Fig. 1: metal layers overlaid
Drawn at 6 px/um.
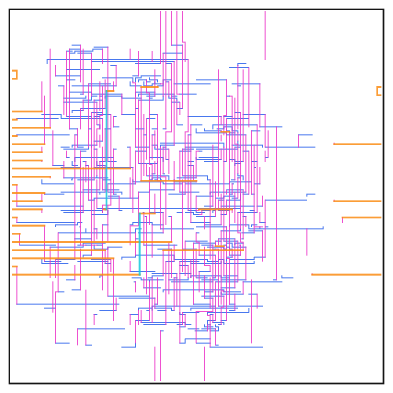
Fig. 2: routing congestion map
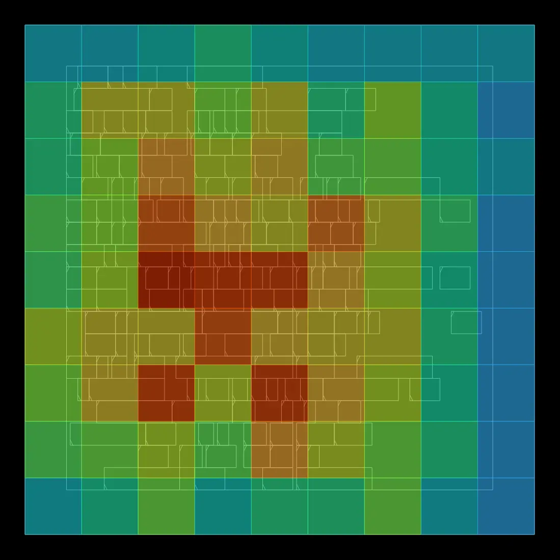
### config.mk
export PLATFORM = sky130hd
export DESIGN_NAME = stack_arbiter
export DESIGN_NICKNAME = d
export VERILOG_FILES = /design/src/rtl/stack_arbiter.sv
export SDC_FILE = /design/constraint.sdc
export NUM_CORES = 1
export LEC_CHECK = 0
export ABC_CLOCK_PERIOD_IN_PS = 2800
export CAP_MARGIN = 5
export CORE_MARGIN = 5
export CORE_UTILIZATION = 39
export CTS_CLUSTER_DIAMETER = 150
export DETAILED_ROUTE_END_ITERATION = 7
export HOLD_SLACK_MARGIN = 0.15
export PLACE_DENSITY = 0.79
export SYNTH_ARGS = -nofsm -noshare
export SYNTH_HDL_FRONTEND = slang
export SYNTH_SLANG_ARGS = --single-unit
### constraint.sdc
create_clock -name clk -period 2.8 [get_ports clk]
set_input_delay 0.42 -clock clk [delete_from_list [all_inputs] [get_ports clk]]
set_output_delay 0.42 -clock clk [all_outputs]
set_load 0.01 [all_outputs]
### src/rtl/stack_arbiter.sv
// Round-robin arbiter sharing one LIFO stack between two requesters, with clear sequencing.
// Optional grant locking is enabled by defining STACK_ARB_LOCK_EN.
module stack_arbiter #(
  parameter int DATA_W     = 2,
  parameter int DEPTH_LOG2 = 8
) (
  input  logic                  clk,
  input  logic                  rst,
  input  logic                  clr,
  input  logic                  req0,
  input  logic                  req1,
  input  logic                  op0,
  input  logic                  op1,
  input  logic [DATA_W-1:0]     wdata0,
  input  logic [DATA_W-1:0]     wdata1,
  input  logic                  lock0,
  input  logic                  lock1,
  output logic                  gnt0,
  output logic                  gnt1,
  output logic                  rvalid0,
  output logic                  rvalid1,
  output logic                  err0,
  output logic                  err1,
  output logic [DATA_W-1:0]     rdata,
  output logic [DEPTH_LOG2:0]   level,
  output logic                  busy,
  output logic                  stk_push,
  output logic                  stk_pop,
  output logic                  stk_init,
  output logic [DATA_W-1:0]     stk_data_in,
  input  logic [DATA_W-1:0]     stk_data_out,
  input  logic                  stk_full,
  input  logic                  stk_empty
);

  typedef enum logic {ST_ARB, ST_CLR} state_t;

  state_t              r_state;
  state_t              w_nextState;
  logic                r_prio;
  logic                w_prioNext;
  logic                w_prioEff;
  logic [1:0]          r_rvalid;
  logic [1:0]          r_err;
  logic [1:0]          w_rvalidNext;
  logic [1:0]          w_errNext;
  logic [DEPTH_LOG2:0] r_level;
  logic [DEPTH_LOG2:0] w_levelNext;
  logic [1:0]          w_elig;
  logic [1:0]          w_gnt;
  logic                w_sel;
  logic                w_op;
  logic [DATA_W-1:0]   w_wdata;
  logic                w_push;
  logic                w_pop;
  logic                w_init;
  logic                w_busy;
  logic [DATA_W-1:0]   w_dataIn;

`ifdef STACK_ARB_LOCK_EN
  logic r_lockValid;
  logic r_lockOwner;
  logic w_lockValidNext;
  logic w_lockOwnerNext;
  logic w_ownerLock;

  assign w_ownerLock = r_lockOwner ? lock1 : lock0;

  always_ff @(posedge clk or posedge rst) begin
    if (rst) begin
      r_lockValid <= 1'b0;
      r_lockOwner <= 1'b0;
    end else begin
      r_lockValid <= w_lockValidNext;
      r_lockOwner <= w_lockOwnerNext;
    end
  end
`else
  logic w_unusedLock;
  assign w_unusedLock = lock0 | lock1;
`endif

  // Responses are computed in the grant cycle and presented one cycle later.
  always_comb begin
    w_nextState  = r_state;
    w_prioEff    = r_prio;
    w_elig       = {req1, req0};
    w_gnt        = 2'b00;
    w_sel        = 1'b0;
    w_op         = 1'b0;
    w_wdata      = '0;
    w_push       = 1'b0;
    w_pop        = 1'b0;
    w_init       = 1'b0;
    w_busy       = 1'b0;
    w_dataIn     = '0;
    w_rvalidNext = 2'b00;
    w_errNext    = 2'b00;
    w_levelNext  = r_level;
`ifdef STACK_ARB_LOCK_EN
    w_lockValidNext = r_lockValid;
    w_lockOwnerNext = r_lockOwner;
    if (r_lockValid) begin
      if (w_ownerLock) begin
        w_elig = r_lockOwner ? {req1, 1'b0} : {1'b0, req0};
      end else begin
        w_prioEff       = ~r_lockOwner;
        w_lockValidNext = 1'b0;
      end
    end
`endif
    w_prioNext = w_prioEff;
    if (!rst) begin
      case (r_state)
        ST_ARB: begin
          if (clr) begin
            w_nextState = ST_CLR;
            w_levelNext = '0;
`ifdef STACK_ARB_LOCK_EN
            w_lockValidNext = 1'b0;
`endif
          end else begin
            if (w_elig == 2'b11) w_gnt = w_prioEff ? 2'b10 : 2'b01;
            else                 w_gnt = w_elig;
            if (w_gnt != 2'b00) begin
              w_sel      = w_gnt[1];
              w_op       = w_sel ? op1 : op0;
              w_wdata    = w_sel ? wdata1 : wdata0;
              w_prioNext = ~w_sel;
`ifdef STACK_ARB_LOCK_EN
              if (w_sel ? lock1 : lock0) begin
                w_prioNext      = w_prioEff;
                w_lockValidNext = 1'b1;
                w_lockOwnerNext = w_sel;
              end
`endif
              // Illegal requests still consume the grant but never touch the stack.
              if (w_op) begin
                if (!stk_empty) begin
                  w_pop               = 1'b1;
                  w_levelNext         = r_level - 1'b1;
                  w_rvalidNext[w_sel] = 1'b1;
                end else begin
                  w_errNext[w_sel] = 1'b1;
                end
              end else begin
                if (!stk_full) begin
                  w_push      = 1'b1;
                  w_dataIn    = w_wdata;
                  w_levelNext = r_level + 1'b1;
                end else begin
                  w_errNext[w_sel] = 1'b1;
                end
              end
            end
          end
        end
        ST_CLR: begin
          w_init      = 1'b1;
          w_busy      = 1'b1;
          w_levelNext = '0;
          w_nextState = ST_ARB;
        end
        default: w_nextState = ST_ARB;
      endcase
    end
  end

  always_ff @(posedge clk or posedge rst) begin
    if (rst) begin
      r_state  <= ST_ARB;
      r_prio   <= 1'b0;
      r_level  <= '0;
      r_rvalid <= 2'b00;
      r_err    <= 2'b00;
    end else begin
      r_state  <= w_nextState;
      r_prio   <= w_prioNext;
      r_level  <= w_levelNext;
      r_rvalid <= w_rvalidNext;
      r_err    <= w_errNext;
    end
  end

  assign gnt0        = w_gnt[0];
  assign gnt1        = w_gnt[1];
  assign rvalid0     = r_rvalid[0];
  assign rvalid1     = r_rvalid[1];
  assign err0        = r_err[0];
  assign err1        = r_err[1];
  assign rdata       = stk_data_out;
  assign level       = r_level;
  assign busy        = w_busy;
  assign stk_push    = w_push;
  assign stk_pop     = w_pop;
  assign stk_init    = w_init;
  assign stk_data_in = w_dataIn;

endmodule
==> results.py <==
# Flow results
metrics = {
    "run_status": {
        "status": "complete, no violations",
    },
    "final_timing": {
        "finalSetupViolCount": 0,
        "setup_slack_ns": 0.158,
        "rsz0062_at_grt": "no",
        "whs_ns": 0.526,
        "slew_violations": 0,
        "tightestPinTransition_ns": 0.332,
        "fmax_mhz": 378,
        "hold_violations": 0,
    },
    "clock_tree": {
        "cts_resized": 6,
        "cts_tree": "yes",
        "ctsLongestPathBuffers": 2,
        "cts_made_buffers": 3,
        "post_cts_buffers": 0,
        "holdBufCountCts": 0,
        "root_buffer": "clkbuf_4",
        "htreeDepth": 1,
    },
    "cells_and_area": {
        "comb_area_share_pct": 38.7,
        "post-route-util_pct": 60.5,
        "drive_above_1_share_pct": 21.7,
        "seq_cell_count": 15,
        "lay_top_count": "clkdlybuf4s50_1",
        "clkbuf_count": 3,
        "lay_top_cells": "clkdlybuf4s50_1, buf_4, nand2_1",
        "fillers": 230,
        "finalNetCount": 202,
        "final_cells": 206,
        "nNonClkInverters": 9,
        "mi_logic_area_um2": 629,
        "n_antenna_cell": 0,
    },
    "critical_path": {
        "path_cells": "clkdlybuf4s50_1 > nand2_4 > mux2i_4 > inv_4 > ha_1 > a21o_1 > a31o_2 > a21oi_2 > xnor2_1 > or4b_1 > nand3_1",
        "required_ns": 3.04,
        "cp.depth": 11,
        "slowest_delay_ns": 0.48,
        "slowest_stage": "or4b_1",
        "start_kind": "input pin",
        "reg2reg_to": "level[8]",
        "reg2reg_from": "r_prio",
        "cp-endpoint": "level[8]",
        "ff2ff_path_depth": 11,
        "cp_max_fo": 9,
        "worstPathArrival_ns": 2.88,
    },
    "pwr": {
        "pg_seq_uw": 305,
        "peakVddDrop_mv": 0.358,
        "p_per_area_mw_per_mm2": 618,
        "switchingPower_uw": 384,
        "largestPowerGroup": "combinational cells",
        "swShare_pct": 38.2,
        "leakagePower_nw": 0.805,
        "p_seq_share_pct": 30.4,
    },
    "yosys": {
        "synth.most_common_cell": "nand2_1",
        "yosys.cell_types.count": 31,
        "avgSynthCellArea_um2": 8.98,
        "synth-adder-area-share_pct": 11.3,
        "synthCells": 118,
        "async_flop_share_pct": 100,
        "ys_seq_share_pct": 35.4,
        "mux_area_share_pct": 4.96,
        "ys_sh_aoi_pct": 17.7,
        "top_area_cell": "dfrtp_1",
        "yosys-top-cells-area": "dfrtp_1, ha_1, nand2_1",
        "netlist.area_leader.share_pct": 35.4,
        "ff_type": "dfrtp_1",
        "common_cells": "nand2_1, dfrtp_1, inv_1",
    },
    "die": {
        "nWellTaps": 31,
        "fp_util_pct": 39.5,
        "fp.dieH_um": 62.1,
        "die_w_um": 62.1,
    },
    "route": {
        "routed_via_density": 5.33,
        "dr_wl_met3_um": 232,
        "firstDrtPassIters": 4,
        "drc_errors": 0,
        "drt_iter0_drc": 18,
        "wl_met1_um": 1120,
        "highest_layer": "met4",
        "antenna_left": 0,
    },
    "global_route": {
        "grt_max_degree": 16,
        "top_usage_layer": "met2",
    },
    "place": {
        "place_inst": 202,
        "gp_congestion": 0.803,
        "port_buffers": 33,
        "pre_cts_slack_ns": -0.392,
    },
    "min_path": {
        "worstHoldStart": "r_prio",
    },
    "run": {
        "max_cap_violations": 0,
    },
}
About Fig. 1:
| layer | color | wire length |
|---|---|---|
| met3 | orange | 232 um |
| met2 | magenta | 1540 um |
| met4 | cyan | 29.9 um |
| met1 | blue | 1120 um |

About Fig. 2:
met3 usage: 4.32%
GRT Total Usage: 15.2%

No activity file was given, so power comes from the tool's default toggle rates.
